===== config.mk =====
export PLATFORM = sky130hd
export DESIGN_NAME = input_port_vc_unit
export DESIGN_NICKNAME = d
export VERILOG_FILES = /design/src/rtl/input_port_vc_unit.sv
export SDC_FILE = /design/constraint.sdc
export NUM_CORES = 1
export LEC_CHECK = 0
export CAP_MARGIN = 30
export CORE_MARGIN = 2
export CORE_UTILIZATION = 35
export CTS_CLUSTER_SIZE = 20
export DETAILED_ROUTE_END_ITERATION = 7
export GPL_TIMING_DRIVEN = 0
export SYNTH_ARGS = -nofsm -noshare
export SYNTH_HDL_FRONTEND = slang
export SYNTH_SLANG_ARGS = --single-unit

===== constraint.sdc =====
create_clock -name clk -period 8.04 [get_ports clk]
set_clock_uncertainty 0.15 [all_clocks]
set_input_delay 2.412 -clock clk [delete_from_list [all_inputs] [get_ports clk]]
set_output_delay 2.412 -clock clk [all_outputs]
set_load 0.02 [all_outputs]

===== src/rtl/input_port_vc_unit.sv =====
// input_port_vc_unit: per-input-port VC FIFOs, VC state (IDLE/VA/ACTIVE), switch request/pop path and on/off flow control
// clk/rst           : rising-edge clock, asynchronous active-low reset
// flit_*_i          : incoming link flit (type, VC, precomputed out port, payload)
// on_off_o          : per-VC permission for the upstream router to send
// va_*              : downstream VC allocation request/port and grant/granted VC
// switch_request_o  : per-VC flit-ready to the switch allocator, with latched out_port_o/downstream_vc_o
// vc_sel_i/valid_sel_i, flit_o : switch grant and the popped {type, downstream_vc, data}
// error_o           : sticky overflow / packet-framing error
module input_port_vc_unit #(
    parameter int VC_NUM      = 2,
    parameter int PORT_NUM    = 5,
    parameter int BUFFER_SIZE = 8,
    parameter int DATA_W      = 32,
    parameter int OFF_MARGIN  = 2,
    localparam int VC_SIZE    = (VC_NUM > 1) ? $clog2(VC_NUM) : 1,
    localparam int PORT_SIZE  = (PORT_NUM > 1) ? $clog2(PORT_NUM) : 1
) (
    input  logic                                  clk,
    input  logic                                  rst,
    input  logic                                  flit_valid_i,
    input  logic [1:0]                            flit_type_i,
    input  logic [VC_SIZE-1:0]                    flit_vc_i,
    input  logic [PORT_SIZE-1:0]                  flit_out_port_i,
    input  logic [DATA_W-1:0]                     flit_data_i,
    output logic [VC_NUM-1:0]                     on_off_o,
    output logic [VC_NUM-1:0]                     va_request_o,
    output logic [VC_NUM-1:0][PORT_SIZE-1:0]      va_port_o,
    input  logic [VC_NUM-1:0]                     va_grant_i,
    input  logic [VC_NUM-1:0][VC_SIZE-1:0]        va_downstream_vc_i,
    output logic [VC_NUM-1:0]                     switch_request_o,
    output logic [VC_NUM-1:0][PORT_SIZE-1:0]      out_port_o,
    output logic [VC_NUM-1:0][VC_SIZE-1:0]        downstream_vc_o,
    input  logic [VC_SIZE-1:0]                    vc_sel_i,
    input  logic                                  valid_sel_i,
    output logic [2+VC_SIZE+DATA_W-1:0]           flit_o,
    output logic                                  error_o
);
    localparam int PTR_W = (BUFFER_SIZE > 1) ? $clog2(BUFFER_SIZE) : 1;
    localparam int CNT_W = PTR_W + 1;
    localparam int ENT_W = 2 + PORT_SIZE + DATA_W;
    localparam logic [1:0] IDLE   = 2'd0;
    localparam logic [1:0] VA     = 2'd1;
    localparam logic [1:0] ACTIVE = 2'd2;

    logic [ENT_W-1:0]                 mem_q [VC_NUM][BUFFER_SIZE];
    logic [PTR_W-1:0]                 wr_ptr_q [VC_NUM];
    logic [PTR_W-1:0]                 wr_ptr_d [VC_NUM];
    logic [PTR_W-1:0]                 rd_ptr_q [VC_NUM];
    logic [PTR_W-1:0]                 rd_ptr_d [VC_NUM];
    logic [CNT_W-1:0]                 count_q [VC_NUM];
    logic [CNT_W-1:0]                 count_d [VC_NUM];
    logic [1:0]                       state_q [VC_NUM];
    logic [1:0]                       state_d [VC_NUM];
    logic [VC_NUM-1:0]                on_off_q, on_off_d;
    logic [VC_NUM-1:0][PORT_SIZE-1:0] out_port_q, out_port_d;
    logic [VC_NUM-1:0][VC_SIZE-1:0]   dvc_q, dvc_d;
    logic                             error_q, error_d;
    logic [1:0]                       head_type [VC_NUM];
    logic [PORT_SIZE-1:0]             head_port [VC_NUM];
    logic [DATA_W-1:0]                head_data [VC_NUM];
    logic [VC_NUM-1:0]                wr_hit, push, pop_sw, drop, start;

    for (genvar g = 0; g < VC_NUM; g++) begin : g_head
        assign {head_type[g], head_port[g], head_data[g]} = mem_q[g][rd_ptr_q[g]];
    end

    always_comb begin
        error_d          = error_q;
        flit_o           = '0;
        va_request_o     = '0;
        switch_request_o = '0;
        wr_hit           = '0;
        push             = '0;
        pop_sw           = '0;
        drop             = '0;
        start            = '0;
        on_off_d         = '0;
        out_port_d       = out_port_q;
        dvc_d            = dvc_q;
        for (int v = 0; v < VC_NUM; v++) begin
            // HEAD(0)/HEADTAIL(3) open a packet; BODY(1)/TAIL(2) at an IDLE head are orphans
            start[v]  = state_q[v] == IDLE && count_q[v] != '0 && head_type[v][1] == head_type[v][0];
            drop[v]   = state_q[v] == IDLE && count_q[v] != '0 && head_type[v][1] != head_type[v][0];
            pop_sw[v] = valid_sel_i && vc_sel_i == VC_SIZE'(v) && state_q[v] == ACTIVE && count_q[v] != '0;
            wr_hit[v] = flit_valid_i && flit_vc_i == VC_SIZE'(v);
            push[v]   = wr_hit[v] && count_q[v] != CNT_W'(BUFFER_SIZE);
            wr_ptr_d[v] = wr_ptr_q[v] + PTR_W'(push[v]);
            rd_ptr_d[v] = rd_ptr_q[v] + PTR_W'(pop_sw[v] | drop[v]);
            count_d[v]  = count_q[v] + CNT_W'(push[v]) - CNT_W'(pop_sw[v] | drop[v]);
            on_off_d[v] = (BUFFER_SIZE - int'(count_d[v])) > OFF_MARGIN;
            error_d     = error_d | (wr_hit[v] & ~push[v]) | drop[v];
            state_d[v]  = state_q[v] == IDLE ? (start[v] ? VA : IDLE) :
                          state_q[v] == VA   ? (va_grant_i[v] ? ACTIVE : VA) :
                          (pop_sw[v] && head_type[v][1]) ? IDLE : ACTIVE;
            out_port_d[v] = start[v] ? head_port[v] : out_port_q[v];
            dvc_d[v]      = (state_q[v] == VA && va_grant_i[v]) ? va_downstream_vc_i[v] : dvc_q[v];
            va_request_o[v]     = state_q[v] == VA;
            switch_request_o[v] = state_q[v] == ACTIVE && count_q[v] != '0;
            // at most one VC matches vc_sel_i, so this acts as the output mux
            if (pop_sw[v]) flit_o = {head_type[v], dvc_q[v], head_data[v]};
        end
    end

    always_ff @(posedge clk or negedge rst) begin
        if (!rst) begin
            for (int v = 0; v < VC_NUM; v++) begin
                wr_ptr_q[v] <= '0;
                rd_ptr_q[v] <= '0;
                count_q[v]  <= '0;
                state_q[v]  <= IDLE;
            end
            on_off_q   <= '1;
            out_port_q <= '0;
            dvc_q      <= '0;
            error_q    <= 1'b0;
        end else begin
            for (int v = 0; v < VC_NUM; v++) begin
                wr_ptr_q[v] <= wr_ptr_d[v];
                rd_ptr_q[v] <= rd_ptr_d[v];
                count_q[v]  <= count_d[v];
                state_q[v]  <= state_d[v];
            end
            on_off_q   <= on_off_d;
            out_port_q <= out_port_d;
            dvc_q      <= dvc_d;
            error_q    <= error_d;
        end
    end

    // payload storage needs no reset: pointers and counts define validity
    always_ff @(posedge clk) begin
        for (int v = 0; v < VC_NUM; v++)
            if (push[v]) mem_q[v][wr_ptr_q[v]] <= {flit_type_i, flit_out_port_i, flit_data_i};
    end

    assign on_off_o        = on_off_q;
    assign va_port_o       = out_port_q;
    assign out_port_o      = out_port_q;
    assign downstream_vc_o = dvc_q;
    assign error_o         = error_q;
endmodule


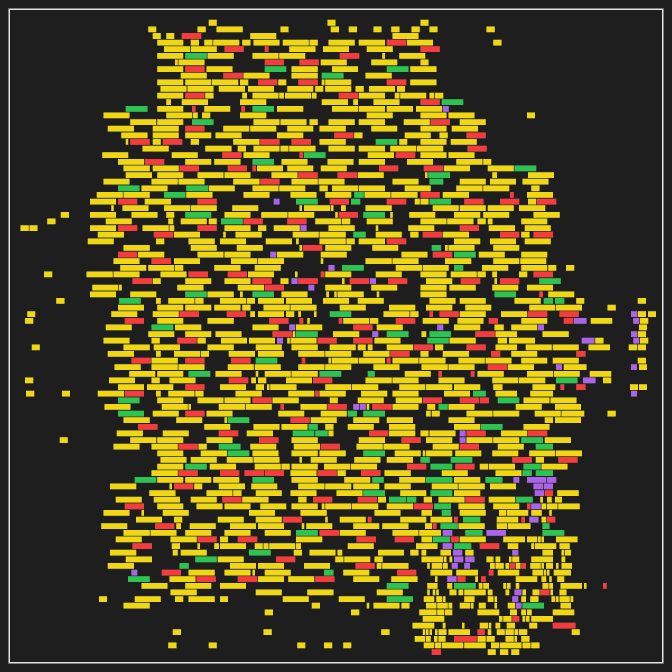
Figure 1: run 1, drive-strength map.
[purple] x3 and x4 | cells: 49 | share: 3.7%
[green] x6 and larger | cells: 100 | share: 7.5%
[red] x2 | cells: 187 | share: 14%
[yellow] x1 and smaller | cells: 994 | share: 75%

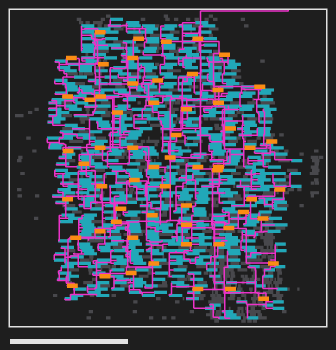
Figure 2: run 1, clock wires, drivers and flops.
Scale bar: 100 um.
[cyan] flip-flops | count: 627
[orange] clock-net drivers | count: 60
[magenta] clock wires | length: 7210 um
routed clock nets: 61
clk latency late pin: 0.63 ns
Clock net power: 2.76 mW
Clk pwr share: 0.271

==> results.toml, run 1 <==
# synthesis and place-and-route metrics
[status]
run_status = "completed"

[clock_tree]
cts_buffer_depth = 3
path_clk_slew_ns = 0.06
cts_hold_buf = 0
post_cts.repair.setup_buffers = 3
cts_sinks = 627
cts.htree.levels = 2
cts_tree = "done"

[worst_setup_path]
slowest_delay_ns = 0.70
crit_family = "buffers and inverters"
worstPathMaxFanout = 10
path_cells = "clkdlybuf4s50_1, nand3_1, clkbuf_1, o22ai_1, clkdlybuf4s50_1"
endpoint_kind = "primary output"
crit_arrival_ns = 5.06
cpMostUsedCell = "clkdlybuf4s50_1"
critPathSlowestCell = "clkdlybuf4s50_1"
cp.required_ns = 5.48
critPathBufInv = 3

[placed_design]
io_buffer_count = 102
hpwl_mm = 34.9
globalplace.congestion = 0.703
place_inst = 2145

[sta]
fin_crit_sh = 0.947
finalHoldViolCount = 0
rsz0062_at_grt = "no"
worstMarginPinSlew_ns = 0.998
timing.final.crit_period_ns = 7.62
setup_viol = 0
worst_hold_slack_ns = 0.362
max_freq_mhz = 131
relSlewSlack = 0.331

[yosys]
fp_nets = 1155
netlist_area_sq_um = 24300
ys_types = 40
numSynthFlops = 627
yosys_warnings = 0
ys_seq_share = 0.767
yosys_most_used_dff = "edfxtp_1"
compound_area_frac = 0.0144
mux_share = 0.174
synth_cells = 1082
synth_area_leader_cell = "edfxtp_1"
top_cell = "edfxtp_1"
ys_cells = 1082
netlist_top_cells_count = "edfxtp_1 (592), mux4_2 (143), mux2i_1 (66), o22ai_1 (34), dfrtp_1 (33)"
syn_area_per_cell_sq_um = 22.5

[final_layout]
antenna-diode-count = 0
mostFrequentLayoutCell = "edfxtp_1"
n_fill_cell = 5945
area_delta_synth_final_pct = 19.2
stdcell_count = 2261
final_area_sq_um = 29000

[global_routing]
grtUsageMet3 = 0.0307
grt_pass1_wl_mm = 79.8
top_usage_layer = "met2"
met2_usage = 0.260
grt_max_degree = 36
grt_pass1_vias = 11800
grt-ovfl-total = 0

[floorplan]
core.rowCount = 96
fp.dieH_um = 268
ios = 103
coreArea_sq_um = 68700
die_w_um = 268
die_area_sq_um = 71700

[routing]
via_per_inst = 5.02
drcViolationCount = 0
routed-wl-met3_mm = 2.83
ant_nets = 0
drt_first_iter_violations = 923

[power_and_ir_drop]
leakage_nw = 9.46
powerDensity_nw_per_um2 = 350

[min_path]
hold_path_class = "flip-flop to flip-flop"

[job]
drv_cap = 0
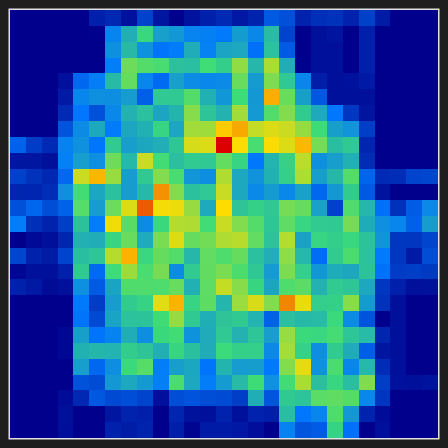
Figure 3: run 1, wiring heat map.
The die is cut into 27 by 27 equal tiles; dark blue is low, red is high, scaled to the fullest tile. Values are wire area over tile area, all layers added.
emptiest ninth of the die: upper right
fullest tile: 0.43
nearly empty tiles: 20%
total number of vias: 11400
wire per inst: 24.0 um
Routed WL: 54.4 mm
all-layer global routing usage: 0.154

## run 1: worst paths after layout
| kind | slack [ns] | to | cells after the start | start |
|---|---|---|---|---|
| max in group asynchronous | 5.43 | out_port_o[4]$_DFFE_PN0P_ | 1 | rst |
| setup / recovery | 0.42 | flit_o[18] | 5 | valid_sel_i |
| hold / removal | 0.36 | rd_ptr_q[4]$_DFF_PN0_ | 1 | rd_ptr_q[4]$_DFF_PN0_ |
| min in group asynchronous | 1.75 | state_q[2]$_DFF_PN0_ | 1 | rst |
| hold reg to reg | 0.36 | rd_ptr_q[4]$_DFF_PN0_ | 1 | rd_ptr_q[4]$_DFF_PN0_ |
| setup reg to reg | 3.63 | on_off_o[1]$_DFF_PN1_ | 14 | count_q[1]$_DFF_PN0_ |
## run 1: flip-flops by register name (all words and copies together) (netlist names)
register and cells:
downstream_vc_o 2, state_q 4, error_o 1, rd_ptr_q 6, count_q 8, on_off_o 2
mem_q 592, wr_ptr_q 6, out_port_o 6
## run 1: final cells by class
cell class	instances	share of cell area
buffer	54	0.0105
clock buffer	73	0.0552
clock inverter	40	0.0111
inverter	23	0.00297
multi-input combinational	378	0.186
sequential	627	0.643
tap	931	0.0401
timing repair buffer	135	0.0512
## run 1: where the power goes
group          switching, mW  internal [mW]  total, mW
clock network           1.21           1.55       2.76
registers              0.115           3.92       4.04
logic                   1.79           1.57       3.36
total                   3.11           7.04       10.2
## run 1: stage by stage
stage / setup TNS (ns) / setup WS (ns) / total power [mW] / utilization
3_5_place_dp: -0.0695 / -0.0695 / 7.53 / 0.394
4_1_cts: 0 / 0.437 / 10.3 / 0.422
3_3_place_gp: -237.06 / -1.65 / 7.40 / 0.386
2_1_floorplan: 0 / 2.09 / 6.39 / -
6_report: 0 / 0.423 / 10.2 / 0.422
5_1_grt: 0 / 0.369 / 10.7 / 0.422
Figure 4. Register map, names as in the netlist (run 1).
Scale bar: 100 um. Other sequential cells in the stronger grey, the rest of the logic in the fainter grey.
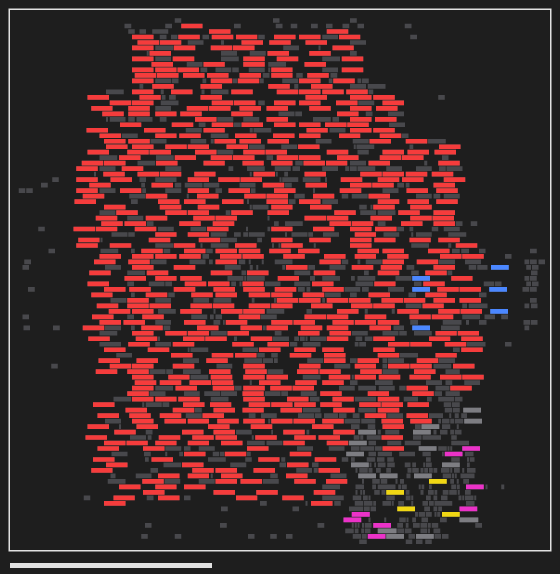

==> run 1 -> run 2 <==
- CORE_UTILIZATION: 35 -> 52
- PLACE_DENSITY: not set -> 0.7
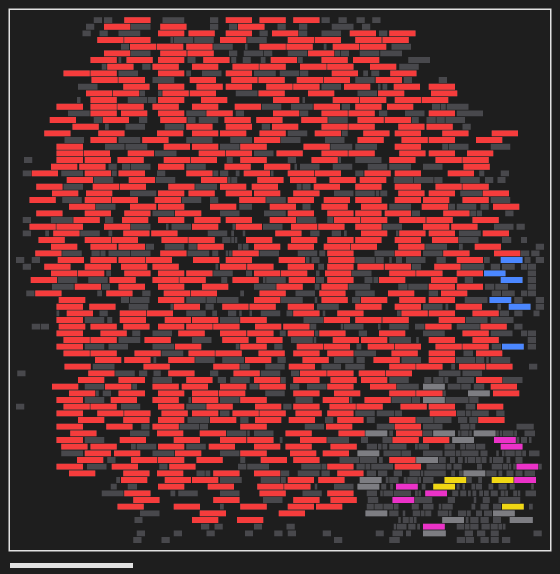
Figure 5: run 2, register map, names as in the netlist.
Scale bar: 50 um. Other sequential cells in the stronger grey, the rest of the logic in the fainter grey.
[blue] out_port_o | sequential cells: 6 | where: middle right
[magenta] count_q | sequential cells: 8 | where: lower right
[red] mem_q | sequential cells: 592 | where: spread over the die
[yellow] state_q | sequential cells: 4 | where: lower right

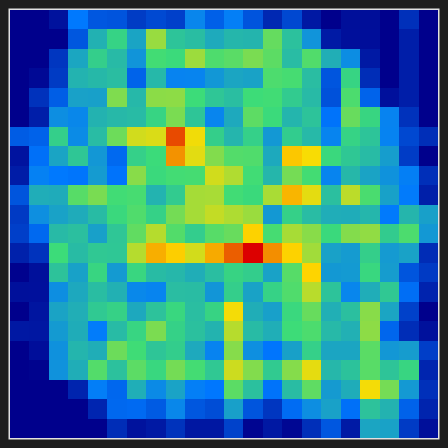
Figure 6: run 2, wiring heat map.
The die is cut into 22 by 22 equal tiles; dark blue is low, red is high, scaled to the fullest tile. Values are wire area over tile area, all layers added.
fullest tile: 0.48
tiles over half the peak: 23%
nearly empty tiles: 8.9%
mean over tiles: 0.17
densest ninth of the die: centre

==> run 2 against run 1 <==
  * Register-to-register slack better by 0.06 ns
  * Die size is 32% lower
  * Sequential power hardly changed
  * Fmax is 1.0% higher
  * Combinational power hardly changed
  * Routed wire length is 6.9% lower
  * Total power fell by 1.6%
  * Setup slack better by 0.078 ns
  * First-iteration DRC count grew 33%
  * Utilization grew 19 points
  * Critical path type unchanged
  * Critical endpoint unchanged
==> results.toml, run 2 <==
# synthesis and place-and-route metrics
[final_layout]
inverters = 23
buffer_area_frac = 0.0630
seq_share = 0.655
n_fill_cell = 3164
clock_buffers = 72

[placed_design]
pre_cts_slack_ns = 0.0150

[sta]
finalHoldViolCount = 0
max_freq_mhz = 133
setup_slack_ns = 0.500

[worst_setup_path]
cpMostUsedCell = "clkdlybuf4s50_1"
cp.depth = 5
reg2reg_depth = 14
endpoint_kind = "primary output"
crit_arrival_ns = 4.98

[power_and_ir_drop]
combPwrFrac = 0.335
powerDensity_nw_per_um2 = 351
leakage_nw = 9.42
internal-power_mw = 6.97

[yosys]
netlist_top_cells_count = "edfxtp_1 (592), mux4_2 (143), mux2i_1 (66), o22ai_1 (34), dfrtp_1 (33)"
ys_types = 40
compound_area_frac = 0.0144
yosys_warnings = 0
synth_cells = 1082
syn_area_per_cell_sq_um = 22.5

[floorplan]
core.rowCount = 79
fp.dieH_um = 220

[routing]
finalWirelength_mm = 50.6
drt_first_iter_violations = 1228
dr_total_vias = 11400
drcViolationCount = 0
via_per_inst = 5.92

[status]
run_status = "completed"

[global_routing]
grt_usage = 0.216

[job]
drv_cap = 0

[clock_tree]
cts_buffer_depth = 3
[run 2: cell counts after synthesis]
No cell type changed its count.
[run 2: metal layers]
metal / share of wire / wire [um] / GRT usage / up-vias
met5: 0.00016 / 8 / 0 / -
met3: 0.066 / 3320 / 0.0331 / 66
met2: 0.49 / 25000 / 0.347 / 399
li1: - / - / - / 4910
met4: 0.019 / 945 / 0.0635 / 2
met1: 0.42 / 21400 / 0.310 / 6052
[run 2: power by group through the flow]
stage	Clock [mW]	Combinational (mW)	Sequential (mW)
finish	2.62	3.35	4.03
detailed placement	0	3.38	4.10
CTS	2.66	3.39	4.03
floorplan	0	2.28	4.11
global placement	0	3.23	4.11
global route	2.77	3.63	4.06
[run 2: worst max path at each step]
stage,endpoint,from
floorplan,mem_q[0][259]$_DFFE_PP_,flit_vc_i
global placement,mem_q[0][270]$_DFFE_PP_,flit_vc_i
detailed placement,flit_o[18],vc_sel_i
CTS,flit_o[18],vc_sel_i
global route,flit_o[18],vc_sel_i
finish,flit_o[18],valid_sel_i
[run 2: cell families after synthesis]
| logic type | after synthesis |
|---|---|
| AND-OR/OR-AND | 55 |
| XOR/XNOR | 10 |
| adder cells (fa/ha/maj) | 26 |
| buffers and inverters | 77 |
| flip-flops | 627 |
| multiplexers | 230 |
| AND/OR/NAND/NOR | 57 |
[run 2: timing repair]
item	CTS	global route
setup buffers	0	4
setup endpoints to repair	0	3
hold buffers	0	0
resized	0	0
[run 2: per-stage QoR]
step	utilization	cells	setup TNS, ns	instance area, sq um
after floorplan	-	1082	0	24300
after global placement	0.563	1791	-221.09	26100
after detailed placement	0.575	1820	0	26700
after CTS	0.614	1925	0	28400
after global routing	0.615	1931	0	28500
final	0.615	1931	0	28500
Power figures rest on the tool's default switching activity, not on a simulated workload.
